**Run 1: selected gate families**

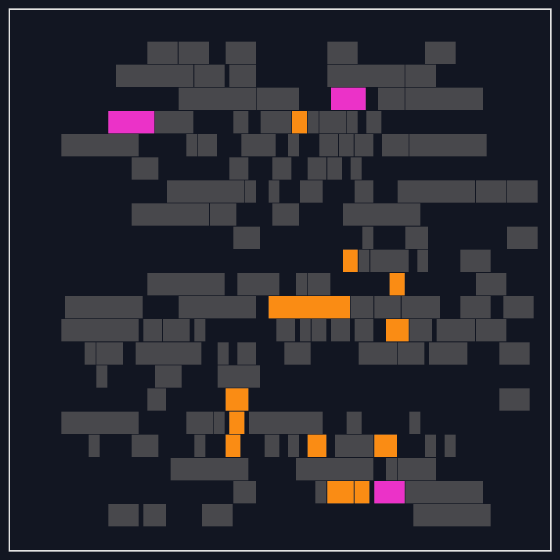
**Run 1: clock routing**

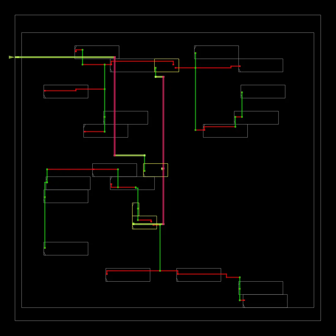
**Run 1: routed metal, one colour a layer**

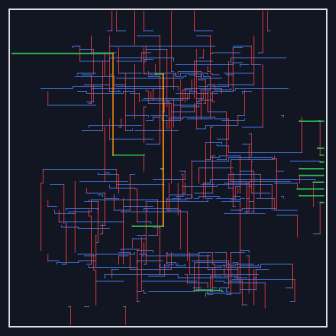
**Run 1: clock wires, drivers and flops**

The bar under the picture is 20 um long.
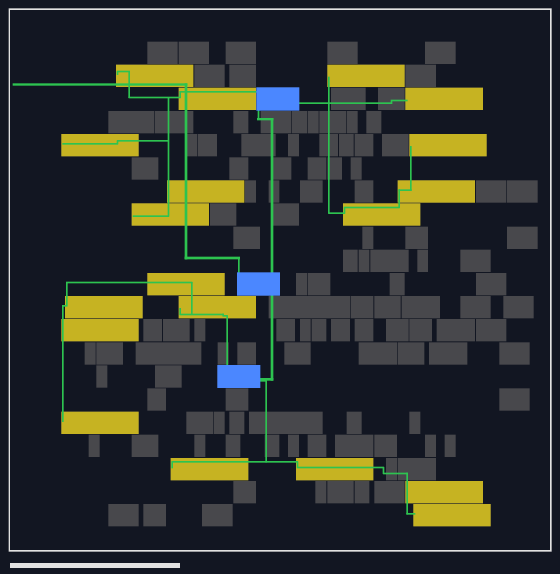
File: src/rtl/boot_pkg.sv
// Shared constants and helpers for the parametrised boot sequencer.
// State codes are numeric (OFF=0, NORMAL=NUM_STAGES-1); the phase enum classifies a code.
package boot_pkg;

  localparam int unsigned BS_OFF       = 0;
  localparam int unsigned BOOT_COUNT_W = 8;

  typedef enum logic [1:0] {
    PH_OFF,
    PH_STAGE,
    PH_NORMAL,
    PH_INVALID
  } phase_e;

  function automatic int clog2(input int value);
    int w;
    w = 1;
    while ((1 << w) < value) w++;
    return w;
  endfunction

  function automatic int normal_code(input int num_stages);
    return num_stages - 1;
  endfunction

endpackage

File: src/rtl/boot_sequencer_if.sv
// Control/status bundle of the boot sequencer.
// The master (system controller) drives the requests; the slave (sequencer) reports status.
interface boot_sequencer_if #(
  parameter int NUM_STAGES = 4,
  parameter int ST_W       = 2
);

  logic                  enable;
  logic                  stall;
  logic                  stage_ack;
  logic                  soft_rst;
  logic [ST_W-1:0]       state;
  logic [NUM_STAGES-1:0] stage_onehot;
  logic                  normal;
  logic                  boot_done;
  logic [7:0]            boot_count;

  modport master (
    output enable, stall, stage_ack, soft_rst,
    input  state, stage_onehot, normal, boot_done, boot_count
  );

  modport slave (
    input  enable, stall, stage_ack, soft_rst,
    output state, stage_onehot, normal, boot_done, boot_count
  );

endinterface

File: src/rtl/boot_dwell_counter.sv
// Dwell counter for one intermediate boot stage: clears on request, counts enabled cycles
// and saturates at HOLD_CYC-1 so it holds there while an acknowledge is awaited.
module boot_dwell_counter #(
  parameter int CNT_W    = 8,
  parameter int HOLD_CYC = 1
) (
  input  logic clk,
  input  logic rst_n,
  input  logic clr_i,
  input  logic inc_en_i,
  output logic expired_o
);

  localparam logic [CNT_W-1:0] LAST = CNT_W'(HOLD_CYC - 1);

  logic [CNT_W-1:0] cnt_q;
  logic [CNT_W-1:0] cnt_d;

  always_comb begin
    cnt_d = cnt_q;
    if (clr_i) begin
      cnt_d = '0;
    end else if (inc_en_i && (cnt_q != LAST)) begin
      cnt_d = cnt_q + 1'b1;
    end
  end

  always_ff @(posedge clk or negedge rst_n) begin
    if (!rst_n) begin
      cnt_q <= '0;
    end else begin
      cnt_q <= cnt_d;
    end
  end

  assign expired_o = (cnt_q == LAST);

endmodule

File: src/rtl/boot_sequencer.sv
// Parametrised power-on boot sequencer: OFF -> stages 1..NUM_STAGES-2 -> sticky NORMAL,
// with enable gate, stall, optional per-stage acknowledge, soft reboot and a saturating boot count.
module boot_sequencer
  import boot_pkg::*;
#(
  parameter int NUM_STAGES = 4,
  parameter int HOLD_CYC   = 1,
  parameter int ACK_MODE   = 0,
  parameter int CNT_W      = 8,
  parameter int ST_W       = 2
) (
  input logic              clk,
  input logic              rst_n,
  boot_sequencer_if.slave  ctrl_if
);

  localparam logic [ST_W-1:0] OFF_CODE    = ST_W'(BS_OFF);
  localparam logic [ST_W-1:0] NORMAL_CODE = ST_W'(normal_code(NUM_STAGES));

  logic [ST_W-1:0]         state_q;
  logic [ST_W-1:0]         state_d;
  logic                    boot_done_q;
  logic                    boot_done_d;
  logic [BOOT_COUNT_W-1:0] boot_count_q;
  logic [BOOT_COUNT_W-1:0] boot_count_d;
  logic [NUM_STAGES-1:0]   onehot;
  phase_e                  phase;
  logic                    dwell_clr;
  logic                    dwell_inc;
  logic                    dwell_expired;

  boot_dwell_counter #(
    .CNT_W    (CNT_W),
    .HOLD_CYC (HOLD_CYC)
  ) u_dwell (
    .clk       (clk),
    .rst_n     (rst_n),
    .clr_i     (dwell_clr),
    .inc_en_i  (dwell_inc),
    .expired_o (dwell_expired)
  );

  always_comb begin
    if (state_q == OFF_CODE) begin
      phase = PH_OFF;
    end else if (state_q == NORMAL_CODE) begin
      phase = PH_NORMAL;
    end else if (state_q < NORMAL_CODE) begin
      phase = PH_STAGE;
    end else begin
      phase = PH_INVALID;
    end
  end

  // The dwell counter is held clear everywhere except while sitting in a stage.
  always_comb begin
    state_d   = state_q;
    dwell_clr = 1'b1;
    dwell_inc = 1'b0;
    if (ctrl_if.soft_rst) begin
      state_d = OFF_CODE;
    end else begin
      case (phase)
        PH_OFF: begin
          if (ctrl_if.enable) state_d = state_q + 1'b1;
        end
        PH_STAGE: begin
          dwell_clr = 1'b0;
          if (!ctrl_if.stall) begin
            dwell_inc = 1'b1;
            if (dwell_expired && ((ACK_MODE == 0) || ctrl_if.stage_ack)) begin
              state_d   = state_q + 1'b1;
              dwell_clr = 1'b1;
            end
          end
        end
        PH_NORMAL: begin
          state_d = state_q;
        end
        default: begin
          state_d = OFF_CODE;
        end
      endcase
    end
  end

  always_comb begin
    boot_done_d  = 1'b0;
    boot_count_d = boot_count_q;
    if ((state_d == NORMAL_CODE) && (state_q != NORMAL_CODE)) begin
      boot_done_d = 1'b1;
      if (boot_count_q != {BOOT_COUNT_W{1'b1}}) begin
        boot_count_d = boot_count_q + 1'b1;
      end
    end
  end

  always_ff @(posedge clk or negedge rst_n) begin
    if (!rst_n) begin
      state_q      <= OFF_CODE;
      boot_done_q  <= 1'b0;
      boot_count_q <= '0;
    end else begin
      state_q      <= state_d;
      boot_done_q  <= boot_done_d;
      boot_count_q <= boot_count_d;
    end
  end

  always_comb begin
    onehot = '0;
    for (int k = 0; k < NUM_STAGES; k++) begin
      onehot[k] = (state_q == ST_W'(k));
    end
  end

  assign ctrl_if.state        = state_q;
  assign ctrl_if.stage_onehot = onehot;
  assign ctrl_if.normal       = (state_q == NORMAL_CODE);
  assign ctrl_if.boot_done    = boot_done_q;
  assign ctrl_if.boot_count   = boot_count_q;

endmodule

File: src/flat_wrapper.sv
// flat-port wrapper written by rule: the top's interface ports become plain ports
module boot_sequencer_flat import boot_pkg::*;
#(
  parameter int NUM_STAGES = 4,
  parameter int HOLD_CYC   = 1,
  parameter int ACK_MODE   = 0,
  parameter int CNT_W      = 8,
  parameter int ST_W       = 2
)
  (clk, rst_n, ctrl_if_enable, ctrl_if_stall, ctrl_if_stage_ack, ctrl_if_soft_rst, ctrl_if_state, ctrl_if_stage_onehot, ctrl_if_normal, ctrl_if_boot_done, ctrl_if_boot_count);
  boot_sequencer_if #(.NUM_STAGES(NUM_STAGES), .ST_W(ST_W)) ctrl_if_i ();
  input logic clk;
  input logic rst_n;
  input wire logic [$bits(ctrl_if_i.enable)-1:0] ctrl_if_enable;
  input wire logic [$bits(ctrl_if_i.stall)-1:0] ctrl_if_stall;
  input wire logic [$bits(ctrl_if_i.stage_ack)-1:0] ctrl_if_stage_ack;
  input wire logic [$bits(ctrl_if_i.soft_rst)-1:0] ctrl_if_soft_rst;
  output wire logic [$bits(ctrl_if_i.state)-1:0] ctrl_if_state;
  output wire logic [$bits(ctrl_if_i.stage_onehot)-1:0] ctrl_if_stage_onehot;
  output wire logic [$bits(ctrl_if_i.normal)-1:0] ctrl_if_normal;
  output wire logic [$bits(ctrl_if_i.boot_done)-1:0] ctrl_if_boot_done;
  output wire logic [$bits(ctrl_if_i.boot_count)-1:0] ctrl_if_boot_count;
  assign ctrl_if_i.enable = ctrl_if_enable;
  assign ctrl_if_i.stall = ctrl_if_stall;
  assign ctrl_if_i.stage_ack = ctrl_if_stage_ack;
  assign ctrl_if_i.soft_rst = ctrl_if_soft_rst;
  assign ctrl_if_state = ctrl_if_i.state;
  assign ctrl_if_stage_onehot = ctrl_if_i.stage_onehot;
  assign ctrl_if_normal = ctrl_if_i.normal;
  assign ctrl_if_boot_done = ctrl_if_i.boot_done;
  assign ctrl_if_boot_count = ctrl_if_i.boot_count;
  boot_sequencer #(.NUM_STAGES(NUM_STAGES), .HOLD_CYC(HOLD_CYC), .ACK_MODE(ACK_MODE), .CNT_W(CNT_W), .ST_W(ST_W)) u_core (.clk(clk), .rst_n(rst_n), .ctrl_if(ctrl_if_i));
endmodule
File: config.mk
export PLATFORM = sky130hd
export DESIGN_NAME = boot_sequencer_flat
export DESIGN_NICKNAME = d
export VERILOG_FILES = /design/src/rtl/boot_pkg.sv /design/src/rtl/boot_sequencer_if.sv /design/src/rtl/boot_dwell_counter.sv /design/src/rtl/boot_sequencer.sv /design/src/flat_wrapper.sv
export SDC_FILE = /design/constraint.sdc
export NUM_CORES = 1
export LEC_CHECK = 0
export CAP_MARGIN = 20
export CORE_UTILIZATION = 30
export CTS_CLUSTER_SIZE = 8
export DETAILED_ROUTE_END_ITERATION = 10
export PLACE_DENSITY = 0.47
export REMOVE_ABC_BUFFERS = 1
export SLEW_MARGIN = 20
export SYNTH_ARGS = -nofsm -noshare
export SYNTH_HDL_FRONTEND = slang
export SYNTH_SLANG_ARGS = --single-unit
File: constraint.sdc
create_clock -name clk -period 2.5 [get_ports clk]
set_input_delay 0.25 -clock clk [delete_from_list [all_inputs] [get_ports clk]]
set_output_delay 0.25 -clock clk [all_outputs]
set_load 0.05 [all_outputs]
==> impl_metrics.json, run 1 <==
{
  "flop_cell": "dfrtp_1",
  "setup_tns_ns": 0,
  "routed_via_density": 4.73,
  "r2r_slack_ns": 0.35,
  "synthesis.area_mm2": 0.00113,
  "fin_cells": 182,
  "synth_chip_area_mm2": 0.00113,
  "setup_viol": 0,
  "edf_count": 0,
  "ir_drop_uv": 244,
  "grt_max_degree": 20,
  "io_pins": 22,
  "grt_busiest_layer": "met2",
  "gp_congestion": 0.715,
  "fillers": 344,
  "use_met3_pct": 2.17,
  "synthToLayoutAreaGrowth_pct": 29.0,
  "met2_usage_pct": 18.6,
  "cts_buffer_depth": 2,
  "p_sw_mw": 0.691,
  "critPathSlowestCell": "nor2b_1",
  "max_freq_mhz": 465,
  "critical_path.max_fanout": 6,
  "status": "completed",
  "yosysWarnings": 0,
  "top_cells_by_area": "dfrtp_1 42%, ha_1 8.8%, xnor2_1 7.7%",
  "coreArea_mm2": 0.00347,
  "cts-resized-gates": 0,
  "skew_ns": 0.000868,
  "cts_tree": "done",
  "hp-class": "in -> async",
  "crit_type": "reg -> reg",
  "rr_startpoint": "u_core.ctrl_if.state[0]$_DFF_PN0_",
  "ys_types": 33,
  "drt_iter0_markers": 39,
  "fin_area_mm2": 0.00146,
  "cpLargestDelayFamily": "simple AND/OR/NAND/NOR gates"
}
About 'selected gate families':
colour	family	cells
magenta	multiplexers	3
orange	inverting AOI/OAI gates	12
multi-input combinational area share: 42.2%
most frequent logic cell in the layout: clkdlybuf4s50_1

About 'clock routing':
clk latency late pin: 0.26 ns
Clock Sinks: 19
clk_buf instances: 4
flip-flops: 19
TritonCTS Buffers: 3

About 'routed metal, one colour a layer':
colour	layer	wire length
red	met2	919 um
green	met3	69.9 um
blue	met1	1,200 um
orange	met4	51.0 um
gr usage total: 12.9%
WL per Instance: 12.3 um
routed via count: 861
total wire length: 2240 um

About 'clock wires, drivers and flops':
[blue] cells driving clock nets | count: 3
[green] clock wires | length: 292 um
[yellow] flip-flops | count: 19
routed clock nets	4
flops lie	all over the die

-- run 1: sequential cells by signal (all words and copies together) (netlist names) --
register,cells
u_core.ctrl_if.boot_count,8
u_core.ctrl_if.boot_done,1
u_core.ctrl_if.state,2
u_core.u_dwell.cnt_q,8
-- run 1: logic make-up (layout without fill, tap and decap cells) --
kind of cell | count (synthesis) | in the layout | share of synthesized area [%]
simple gates | 44 | 44 | 23.5
compound gates | 14 | 14 | 9.70
flops | 19 | 19 | 41.9
xor+xnor | 12 | 12 | 9.26
fa+ha+maj | 8 | 8 | 8.82
mux | 3 | 3 | 3.20
buf+inv | 8 | 36 | 3.64
-- run 1: power by group through the flow --
stage	Clock (mW)	Combinational [mW]	Sequential [mW]
global route	0.243	0.907	0.406
CTS	0.224	0.851	0.395
finish	0.218	0.843	0.394
global placement	0	0.843	0.401
detailed placement	0	0.848	0.401
floorplan	0	0.413	0.567
-- run 1: cell type report --
class	count	area, um^2	area share [%]
clock buffer	4	45.0	3.08
inverter	6	22.5	1.54
multi-input combinational	81	618	42.2
sequential	19	475	32.5
tap	46	57.6	3.93
timing repair buffer	26	245	16.8
-- run 1: cells in the final DEF, fill, tap and decap left out, drive strengths merged --
master,count
a211oi,2
xnor2,10
nor2,11
buf,6
a31oi,1
xor2,2
nor2b,1
a21o,1
a311oi,1
o31a,1
nand3,6
clkbuf,4
and2,1
nand4,5
inv,6
nor3,1
nor4b,1
a22oi,1
nand2,7
mux2,2
a21oi,5
and3,6
mux2i,1
and3b,1
nor4,1
ha,8
o21ai,1
nand4b,1
clkdlybuf4s50,20
dfrtp,19
nand2b,2
o221ai,1
==> run 2, diff against run 1 <==
Settings changed: ABC_CLOCK_PERIOD_IN_PS set to 2500, SETUP_SLACK_MARGIN set to 0.2.
**Run 2: routed metal, one colour a layer**

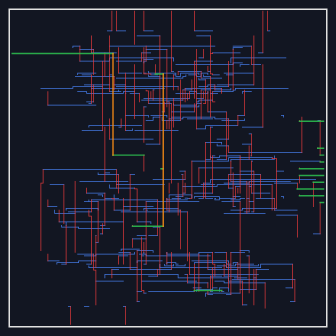
colour	layer	wire length
green	met3	69.9 um
orange	met4	51.0 um
blue	met1	1,200 um
red	met2	918 um

==> run 2 against run 1 <==
Non-clock buffer count stayed put; critical path depth stayed put; flip-flop count unchanged; register-to-register slack better by 0.09 ns; clock skew is essentially flat; via count stayed put; clock-buffer cell count stayed put; sequential share of layout area fell by 0.056 points.
==> impl_metrics.json, run 2 <==
{
  "fin_area_mm2": 0.00147,
  "cts-resized-gates": 0,
  "power_mw": 1.46,
  "synthToLayoutAreaGrowth_pct": 29.2,
  "cpLargestDelayFamily": "AND-OR/OR-AND gates",
  "flop_cell": "dfrtp_1",
  "fin_cells": 182,
  "cts_buffer_depth": 2,
  "routed_via_density": 4.73,
  "drt_iter0_markers": 37,
  "cts_buffers": 3,
  "antenna_found_initial": 0,
  "coreArea_mm2": 0.00347,
  "gp_congestion": 0.715,
  "synthesis.area_mm2": 0.00113,
  "layout_top_cell": "clkdlybuf4s50_1",
  "finalWirelength_um": 2240,
  "wl_per_cell_um": 12.3,
  "edf_count": 0,
  "powerSeq_mw": 0.394,
  "p_sw_mw": 0.691,
  "synth_chip_area_mm2": 0.00113,
  "top_power_group": "combinational logic",
  "setup_tns_ns": 0,
  "cp_num_buf_inv": 1,
  "top_cells_by_area": "dfrtp_1 42%, ha_1 8.8%, xnor2_1 7.7%",
  "status": "completed",
  "pg_comb_mw": 0.846,
  "grtUsageTotal_pct": 12.9,
  "ys_types": 33,
  "dpl-instance-area_mm2": 0.00142,
  "critical_path.max_fanout": 8,
  "skew_ns": 0.000968,
  "pwr.group.clock_mw": 0.218,
  "critPathSlowestCell": "dfrtp_1",
  "grt_max_degree": 20,
  "vias": 861,
  "clk_latency_ns": 0.26,
  "crit_type": "reg -> reg",
  "final_cell_mix": "20 x clkdlybuf4s50_1, 19 x dfrtp_1, 11 x nor2_1",
  "setup_viol": 0,
  "ir_drop_uv": 244,
  "hp-class": "in -> async"
}
**Run 2: nets reached from selected ports**

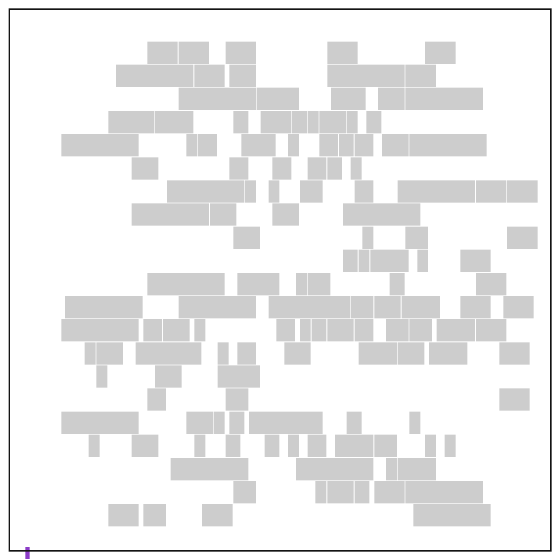
colour	port	bits	direction	edge	end cells	buffers
purple	ctrl_if_stage_ack	1	input	bottom	0	0
# port buffers: 20
IO Pins: 22

[run 2: cell counts after synthesis]
No cell type changed its count.
[run 2: kinds of logic (layout without fill, tap and decap cells)]
logic type | count (synthesis) | count (layout) | synth area share [%]
buffers and inverters | 8 | 36 | 3.64
muxes | 3 | 3 | 3.20
AOI/OAI and AO/OA | 14 | 14 | 9.70
and+or+nand+nor | 44 | 44 | 23.5
xor gates and xnor gates | 12 | 12 | 9.26
DFF | 19 | 19 | 41.9
adders and majority gates | 8 | 8 | 8.82
[run 2: layout make-up]
type	instances	area, um^2
Sequential cell	19	475
Fill cell	342	2000
Multi-Input combinational cell	81	621
Clock buffer	4	45.0
Inverter	6	22.5
Timing Repair Buffer	26	245
Tap cell	46	57.6
[run 2: final timing paths]
kind,from,endpoint,slack (ns),cells after the start
max in group asynchronous,rst_n,u_core.ctrl_if.state[1]$_DFF_PN0_,1.98,2
worst min register to register,u_core.ctrl_if.boot_count[4]$_DFFE_PN0P_,u_core.ctrl_if.boot_count[4]$_DFFE_PN0P_,0.50,1
worst max register to register,u_core.ctrl_if.state[0]$_DFF_PN0_,u_core.ctrl_if.boot_count[1]$_DFFE_PN0P_,0.44,7
worst max-delay path,u_core.ctrl_if.state[0]$_DFF_PN0_,u_core.ctrl_if.boot_count[1]$_DFFE_PN0P_,0.44,7
worst min-delay path,rst_n,u_core.u_dwell.cnt_q[3]$_DFFE_PN0P_,0.32,2
min in group clk,u_core.ctrl_if.boot_count[4]$_DFFE_PN0P_,u_core.ctrl_if.boot_count[4]$_DFFE_PN0P_,0.50,1
[run 2: layer usage]
layer,vias up,track usage [%]
met4,0,6.82
met2,16,18.6
met5,-,0
met3,5,2.17
met1,404,18.1
li1,436,-
Power figures rest on the tool's default switching activity, not on a simulated workload.
